## src/rtl/min_receive_fsm_pkg.sv

```systemverilog
// min_receive_fsm_pkg: MIN framing constants, CRC-32 parameters and receiver state encoding
package min_receive_fsm_pkg;
    localparam logic [7:0]  MIN_SOF      = 8'hAA;
    localparam logic [7:0]  MIN_STUFF    = 8'h55;
    localparam logic [7:0]  MIN_EOF      = 8'h55;
    localparam logic [31:0] MIN_CRC_POLY = 32'hEDB88320;
    localparam logic [31:0] MIN_CRC_INIT = 32'hFFFFFFFF;
    localparam logic [31:0] MIN_CRC_XOR  = 32'hFFFFFFFF;
    typedef enum logic [2:0] {S_SOF, S_ID, S_LEN, S_PAY, S_CRC, S_EOF} state_e;
endpackage

```

## src/rtl/crc32_byte.sv

```systemverilog
// crc32_byte: one-byte step of the reflected CRC-32, shared with the MIN transmitter
module crc32_byte
    import min_receive_fsm_pkg::*;
(
    input  logic [31:0] crc_i,
    input  logic [7:0]  byte_i,
    output logic [31:0] crc_o
);
    // Eight LSB-first shift/xor steps folding the byte into the running CRC
    always_comb begin
        logic [31:0] c;
        c = crc_i ^ {24'd0, byte_i};
        for (int i = 0; i < 8; i++) c = c[0] ? ((c >> 1) ^ MIN_CRC_POLY) : (c >> 1);
        crc_o = c;
    end
endmodule

```

## src/rtl/min_receive_fsm.sv

```systemverilog
// min_receive_fsm: MIN byte-stream frame receiver; define MIN_RECEIVE_CRC_EN to check the CRC-32 trailer
module min_receive_fsm
    import min_receive_fsm_pkg::*;
#(
    parameter int N_DATA_BYTE = 8
) (
    input  logic                     i_clk,
    input  logic                     i_rst,
    input  logic                     i_en,
    input  logic [7:0]               i_data,
    output logic                     o_valid,
    output logic                     o_err,
    output logic                     o_busy,
    output logic [7:0]               o_id,
    output logic [7:0]               o_len,
    output logic [8*N_DATA_BYTE-1:0] o_data
);
    localparam int         IW = (N_DATA_BYTE > 1) ? $clog2(N_DATA_BYTE) : 1;
    localparam logic [7:0] NB = 8'(N_DATA_BYTE);

    state_e     state_q;
    logic [1:0] aa_q;
    logic [7:0] k_q;
    logic [1:0] cb_q;
    logic [7:0] id_q;
    logic [7:0] len_q;
    logic [7:0] pay_q [N_DATA_BYTE];
    logic       crc_ok;

`ifdef MIN_RECEIVE_CRC_EN
    logic [31:0] crc_q;
    logic [31:0] crc_d;
    logic [31:0] crc_rx_q;

    crc32_byte u_crc (
        .crc_i  (crc_q),
        .byte_i (i_data),
        .crc_o  (crc_d)
    );

    assign crc_ok = (crc_q ^ MIN_CRC_XOR) == crc_rx_q;
`else
    assign crc_ok = 1'b1;
`endif

    assign o_busy = (state_q != S_SOF);

    // Frame parser: a third AA in a row always (re)starts a header; otherwise unstuff, capture fields, judge at EOF
    always_ff @(posedge i_clk) begin
        if (i_rst) begin
            state_q <= S_SOF;
            aa_q    <= '0;
            k_q     <= '0;
            cb_q    <= '0;
            id_q    <= '0;
            len_q   <= '0;
            for (int i = 0; i < N_DATA_BYTE; i++) pay_q[i] <= '0;
            o_valid <= 1'b0;
            o_err   <= 1'b0;
            o_id    <= '0;
            o_len   <= '0;
            o_data  <= '0;
`ifdef MIN_RECEIVE_CRC_EN
            crc_q    <= MIN_CRC_INIT;
            crc_rx_q <= '0;
`endif
        end else begin
            o_valid <= 1'b0;
            o_err   <= 1'b0;
            if (i_en) begin
                if (aa_q == 2'd2 && i_data == MIN_SOF) begin
                    o_err   <= (state_q != S_SOF);
                    state_q <= S_ID;
                    aa_q    <= '0;
                    for (int i = 0; i < N_DATA_BYTE; i++) pay_q[i] <= '0;
`ifdef MIN_RECEIVE_CRC_EN
                    crc_q <= MIN_CRC_INIT;
`endif
                end else if (state_q == S_SOF) begin
                    aa_q <= (i_data == MIN_SOF) ? aa_q + 2'd1 : 2'd0;
                end else if (aa_q == 2'd2) begin
                    aa_q <= '0;
                    if (i_data != MIN_STUFF) begin
                        o_err   <= 1'b1;
                        state_q <= S_SOF;
                    end
                end else begin
                    aa_q <= (i_data == MIN_SOF) ? aa_q + 2'd1 : 2'd0;
                    case (state_q)
                        S_ID: begin
                            id_q    <= i_data;
                            state_q <= S_LEN;
`ifdef MIN_RECEIVE_CRC_EN
                            crc_q <= crc_d;
`endif
                        end
                        S_LEN: begin
                            if (i_data > NB) begin
                                o_err   <= 1'b1;
                                state_q <= S_SOF;
                                aa_q    <= '0;
                            end else begin
                                len_q   <= i_data;
                                k_q     <= '0;
                                cb_q    <= '0;
                                state_q <= (i_data == 8'd0) ? S_CRC : S_PAY;
`ifdef MIN_RECEIVE_CRC_EN
                                crc_q <= crc_d;
`endif
                            end
                        end
                        S_PAY: begin
                            pay_q[k_q[IW-1:0]] <= i_data;
                            k_q <= k_q + 8'd1;
                            if (k_q == len_q - 8'd1) state_q <= S_CRC;
`ifdef MIN_RECEIVE_CRC_EN
                            crc_q <= crc_d;
`endif
                        end
                        S_CRC: begin
                            cb_q <= cb_q + 2'd1;
                            if (cb_q == 2'd3) state_q <= S_EOF;
`ifdef MIN_RECEIVE_CRC_EN
                            crc_rx_q <= {crc_rx_q[23:0], i_data};
`endif
                        end
                        S_EOF: begin
                            state_q <= S_SOF;
                            aa_q    <= '0;
                            if (i_data == MIN_EOF && crc_ok) begin
                                o_valid <= 1'b1;
                                o_id    <= id_q;
                                o_len   <= len_q;
                                for (int i = 0; i < N_DATA_BYTE; i++) o_data[8*(N_DATA_BYTE-1-i) +: 8] <= pay_q[i];
                            end else begin
                                o_err <= 1'b1;
                            end
                        end
                        default: state_q <= S_SOF;
                    endcase
                end
            end
        end
    end
endmodule

```

## config.mk

```make
export PLATFORM = sky130hd
export DESIGN_NAME = min_receive_fsm
export DESIGN_NICKNAME = d
export VERILOG_FILES = /design/src/rtl/min_receive_fsm_pkg.sv /design/src/rtl/crc32_byte.sv /design/src/rtl/min_receive_fsm.sv
export SDC_FILE = /design/constraint.sdc
export NUM_CORES = 1
export LEC_CHECK = 0
export ABC_CLOCK_PERIOD_IN_PS = 5600
export CORE_MARGIN = 5
export CORE_UTILIZATION = 45
export CTS_CLUSTER_DIAMETER = 120
export CTS_CLUSTER_SIZE = 40
export DETAILED_ROUTE_END_ITERATION = 8
export DONT_BUFFER_PORTS = 1
export SLEW_MARGIN = 20
export SYNTH_ARGS = -nofsm -noshare
export SYNTH_HDL_FRONTEND = slang
export SYNTH_SLANG_ARGS = --single-unit
```

## constraint.sdc

```tcl
create_clock -name i_clk -period 5.6 [get_ports i_clk]
set_input_delay 1.12 -clock i_clk [delete_from_list [all_inputs] [get_ports i_clk]]
set_output_delay 1.12 -clock i_clk [all_outputs]
set_load 0.02 [all_outputs]
```

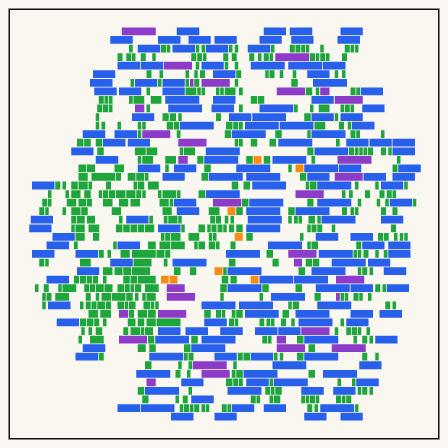
*Cells coloured by class*
| class | colour | cells | share of their area |
|---|---|---|---|
| remaining buffers and delay cells | orange | 8 | 0.79% |
| clock drivers and dummy loads | purple | 32 | 8.7% |
| registers | blue | 177 | 55% |
| remaining logic cells | green | 499 | 36% |

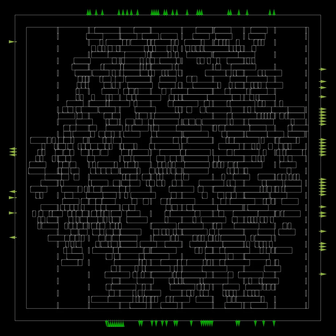
*Cell outlines without signal wires*
flop count: 177
flop share of the area: 0.5301
# fillers: 1,418

==> run_results.csv <==
group,metric,value,unit
yosys,syn_avg_cell_area,9.897,um2
critical_path,endpoint_kind,"flop",
floorplanning,fp.coreArea,0.01571,mm2
critical_path,crit_path_max_fanout,10,
timing,relSlewSlack,0.3228,
timing,finalHoldViolCount,0,
yosys,top_cell,"nand2_1",
floorplanning,die_h,136.0,um
clock_tree,cts-root-buf,"clkbuf_16",
hold_path,min_to,"o_id[4]$_SDFFE_PP0P_",
place,gp_congestion,0.8379,
critical_path,startpoint_type,"flop",
clock_tree,path_clk_slew,0.07,ns
floorplanning,rows,46,
yosys,edf_count,64,
critical_path,worstPathArrival,3.03,ns
timing,finalSetupViolCount,0,
timing,max_freq,346.0,MHz
outcome,outcome,"finished, final reports clean",
power,p_leak,2.676,nW
yosys,ys_top_cells_by_count,"nand2_1, dfxtp_1, a21oi_1",
global_route,met1_usage,0.2201,
yosys,ys_area,0.007146,mm2
yosys,logic_family,"simple AND/OR/NAND/NOR gates",
yosys,synthArstFlopShare,0,
finish,instances_no_fill,932,
routing,first_pass_iters,5,
critical_path,crit_path_frequent_cell,"inv_1",
critical_path,critPathKind,"flop to flop",
routing,wl_per_cell,17.12,um
clock_tree,hold_buffers,0,
critical_path,critical-path-top-delay-family,"AND-OR/OR-AND gates",
timing,holdWs,0.4579,ns
clock_tree,cts_tree,"done",
hold_path,worstHoldStart,"id_q[4]$_SDFFE_PP0P_",
global_route,overflow,0,
floorplanning,die_x,136.0,um
routing,drc,0,
global_route,grt_max_degree,106,
routing,ant_nets,0,
critical_path,max_stage_delay,0.79,ns
critical_path,cp.required,5.74,ns
critical_path,crit_slowest_cell,"o21ai_0",
yosys,synth_cells,722,
job,warnings,29,
critical_path,path_cells,"inv_1 -> ha_1 -> inv_1 -> nand2_2 -> nor3_1 -> nand2b_1 -> o21ai_0 -> buf_4",
yosys,syn-cell-area,0.007146,mm2
timing,setup_ws,2.710,ns
routing,wl_met1,6679,um
floorplanning,fp_util,0.4548,
global_route,grtUsageMet2,0.2911,
routing,met2_length,8062,um
critical_path,crit_end,"pay_q[4][0]$_SDFFCE_PN0P_",
place,dp_cells,900,
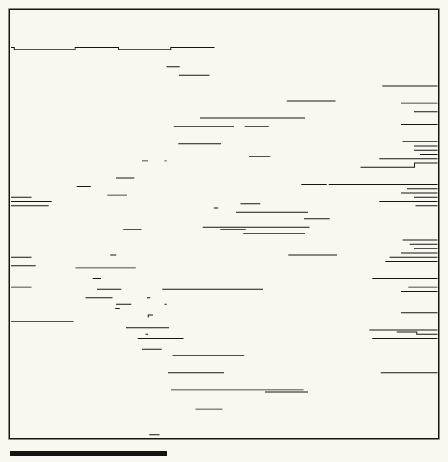
*Metal 3*
Scale bar: 50 um.
wire length on this layer: 1,010 um
main direction: horizontal
share of all routed wire: 6.3%
nets with wire on the layer: 57
longest straight run: 41.9 um
Routed WL: 15,960 um
Vias: 4,861
met3 Use GR: 0.04256

==> cell usage in the layout (no fill, tap or decap), types with 8 or more instances in the layout <==
cell / synthesis / final
mux2i_1: 13 / 13
clkbuf_16: 0 / 17
nor2_1: 40 / 40
xor2_1: 8 / 8
edfxtp_1: 64 / 64
and2_1: 71 / 71
nand2_1: 172 / 172
o21ai_0: 14 / 14
dfxtp_1: 113 / 113
xnor2_1: 8 / 8
buf_4: 3 / 8
a21oi_1: 87 / 87
==> worst reg2reg max path, delay by kind of cell, from the launching register on <==
kind / cells / cell delay [ns]
buf+inv: 3 / 0.51
flops: 1 / 0.35
compound gates: 1 / 0.79
simple gates: 3 / 0.65
fa+ha+maj: 1 / 0.31
==> kinds of logic (layout without fill, tap and decap cells) <==
kind of cell             after synthesis  count (layout)
buffers and inverters                 50              44
AND-OR/OR-AND                        127             127
AND/OR/NAND/NOR                      334             334
adder cells (fa/ha/maj)                5               5
flip-flops                           177             177
multiplexers                          13              13
XOR/XNOR                              16              16
==> sequential cells by signal, summed over array words and instances (netlist names) <==
signal / flops
o_data: 64
pay_q: 64
id_q: 8
k_q: 8
len_q: 8
o_id: 8
o_len: 8
state_q: 3
aa_q: 2
cb_q: 2
o_err: 1
o_valid: 1
==> power by group <==
part           switching, mW  internal, mW  leakage [nW]
registers            0.00717          1.35          1.52
logic                 0.0159       0.00642         0.843
clock network          0.503         0.802         0.316
total                  0.526          2.16          2.68
==> layout make-up <==
class | count | area, um2 | share of cell area
multi-input combinational | 495 | 2704 | 0.3426
clock inverter | 14 | 230.2 | 0.02917
sequential | 177 | 4184 | 0.5301
inverter | 4 | 15.01 | 0.001902
timing repair buffer | 8 | 60.06 | 0.007609
clock buffer | 18 | 429.2 | 0.05438
tap | 216 | 270.3 | 0.03424
No activity file was given, so power comes from the tool's default toggle rates.
